==> config.mk <==
export PLATFORM = sky130hd
export DESIGN_NAME = enemy_wave_scheduler
export DESIGN_NICKNAME = d
export VERILOG_FILES = /design/src/rtl/enemy_wave_scheduler_pkg.sv /design/src/rtl/enemy_wave_scheduler_lfsr8.sv /design/src/rtl/enemy_wave_scheduler.sv
export SDC_FILE = /design/constraint.sdc
export NUM_CORES = 1
export LEC_CHECK = 0
export ABC_CLOCK_PERIOD_IN_PS = 16000
export CAP_MARGIN = 10
export CORE_MARGIN = 10
export CORE_UTILIZATION = 53
export CTS_CLUSTER_SIZE = 14
export DETAILED_ROUTE_END_ITERATION = 12
export GPL_ROUTABILITY_DRIVEN = 0
export PLACE_DENSITY = 0.69
export SYNTH_ARGS = -nofsm -noshare
export SYNTH_HDL_FRONTEND = slang
export SYNTH_SLANG_ARGS = --single-unit
==> constraint.sdc <==
create_clock -name clk -period 16 [get_ports clk]
set_input_delay 3.2 -clock clk [delete_from_list [all_inputs] [get_ports clk]]
set_output_delay 3.2 -clock clk [all_outputs]
set_load 0.03 [all_outputs]
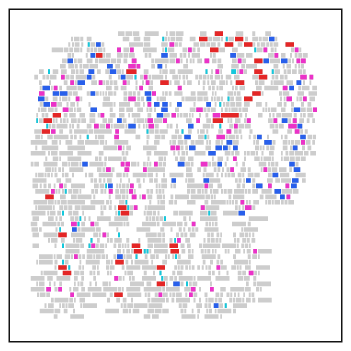
*Gate-type map*
Drawn at 2 px/um.
family	color	cells
AND-OR and OR-AND gates	blue	69
inverters	cyan	45
adder and majority cells	red	35
AND and OR gates	magenta	107
share of the final layout cell area in multi-input gates: 73.6%
highest-count logic cell in the final layout: sky130_fd_sc_hd__nor2_1
number of standard cells in the layout, taps in and fillers out: 1831

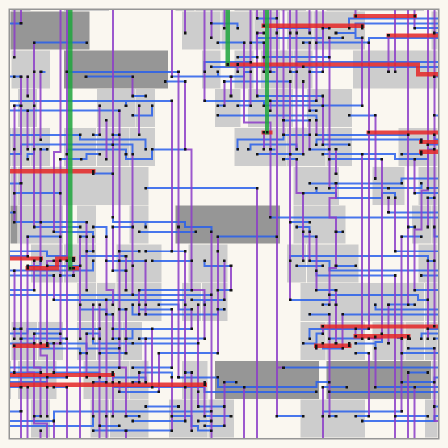
*Zoomed window*
Region (68, 68) to (98, 98) um. Cells in gray, sequential cells in the stronger gray; small squares are vias.
layer	color
metal 1	blue
metal 2	purple
metal 3	red
metal 4	green
most frequent	nor2_1 (12), nand2_1 (8)
cells with their middle in the window	72
sequential cells in the window	5

==> flow_summary_export.csv <==
group,metric,value,unit
synth,synth.cells.most_frequent,"sky130_fd_sc_hd__nor2_1 (214), sky130_fd_sc_hd__nand2_1 (166), sky130_fd_sc_hd__dfxtp_1 (98)",
critical_path,critPathTopFamily,"AND-OR/OR-AND gates",
synth,syn_inst,1574,
grt,grt_use_total,22.5,%
finish,fill_cells,1984,
status,outcome,"finished clean",
grt,globalRouteMet2Util,35.6,%
synth,synth_warnings,0,
placed_design,preCtsSetupSlack,0.0191,ns
critical_path,rrSetupSlack,0.92,ns
drt,drt-initial-drc-count,1224,
grt,global_route.usage.met3,2.38,%
final_timing,totalNegativeSetupSlack,0,ns
grt,wire_length_of_the_first_global_routing_pass,52600,um
synth,most_common_cell,"sky130_fd_sc_hd__nor2_1",
grt,grt_max_degree,60,
critical_path,max_stage_delay,0.55,ns
placed_design,post_dp_cell_area,11500,um2
final_timing,final_max_slew_viol_count,0,
critical_path,buffer_and_inverter_tally_for_the_worst_setup_path,4,
drt,wl_per_cell,17.3,um
drt,drt_drc_violations_left,0,
critical_path,worst_reg2reg_path_length_in_cells,56,
critical_path,timing.critical_path.required,16.29,ns
placed_design,placedCellCount,1813,
clock_tree,hold_buffers,0,
grt,met1_capacity_usage_during_global_routing,31.2,%
synth,synth.yosys.num_cells,1574,
synth,yosys_chip_area,11200,um2
floorplan,std_cell_rows,53,
final_timing,hold_viol,0,
grt,grt_antenna_before_repair,0,
finish,antenna-diode-count,0,
drt,dr_wl_met2,14400,um
clock_tree,ctsLongestPathBuffers,2,
finish,buf_share,2.99,%
floorplan,floorplan.die_area,27400,um2
finish,area.share.sequential,16.6,%
finish,top_layout_cells,"sky130_fd_sc_hd__nor2_1 (213), sky130_fd_sc_hd__nand2_1 (165), sky130_fd_sc_hd__o21ai_0 (94), sky130_fd_sc_hd__dfxtp_1 (94), sky130_fd_sc_hd__a21oi_1 (80)",
clock_tree,numCtsBuffers,9,
clock_tree,clock-root-buffer,"sky130_fd_sc_hd__clkbuf_16",
synth,syn_avg_cell_area,7.13,um2
final_timing,layout_worst_path_cycle_share,94.2,%
synth,yosys.area.top_type_share,17.5,%
synth,post_synth_num_cell_types,125,
critical_path,endpoint_kind,"flop",
drt,wirelength_met1,14900,um
worst_hold_path,hold_depth,2,
finish,numSequentialCells,98,
floorplan,core_area,21000,um2
drt,final_antenna_net_count,0,
floorplan,io_pins,19,
finish,area.sequential,1970,um2
grt,overall_overflow_remaining_after_global_route,0,
drt,detailroute.wirelength.met3,1660,um
final_timing,finClkSkew,0.0124,ns
finish,final_net_count,1595,
critical_path,critical_path_peak_fanout,16,
drt,route.detailed.vias_per_inst,6.50,
floorplan,tapCellCount,275,
synth,top_cells_by_area,"sky130_fd_sc_hd__dfxtp_1 (17%), sky130_fd_sc_hd__nor2_1 (7.2%), sky130_fd_sc_hd__nand2_1 (5.6%)",
flow_run,max-cap-violations,0,
finish,comb_cells,1355,
final_timing,post-route-min-period,15.08,ns
finish,syn_to_final_growth,5.94,%
placed_design,half_perimeter_wire_length_after_placement,23400,um
critical_path,cp_data_arrival_time,15.36,ns
flow_run,warnings,42,
drt,top_layer_used,"met4",
critical_path,cp_common_cell,"sky130_fd_sc_hd__ha_1",
floorplan,fp_util,53.5,%
clock_tree,cts_tree,"yes",
clock_tree,clock_sink_count,98,
finish,n_all_buffers,42,
final_timing,max_fclk,66.3,MHz
floorplan,floorplan.die.height,165,um
final_timing,hold-worst-slack,0.480,ns
clock_tree,clkTransAtPathRegs,0.08,ns
final_timing,worst_slack,0.925,ns
[tightest hold or removal path, stage by stage (launching register included)]
cell                      delay (ns)
sky130_fd_sc_hd__dfxtp_1        0.32
sky130_fd_sc_hd__nand2_1        0.05
sky130_fd_sc_hd__mux2i_1        0.06
[kinds of logic (layout without fill, tap and decap cells)]
logic type | after synthesis | count (layout) | synth area share, %
simple gates | 725 | 725 | 32.3
compound gates | 471 | 471 | 30.4
buf+inv | 121 | 103 | 5.40
flops | 98 | 98 | 17.5
xor+xnor | 91 | 91 | 7.44
fa+ha+maj | 35 | 35 | 3.88
mux | 33 | 33 | 3.12
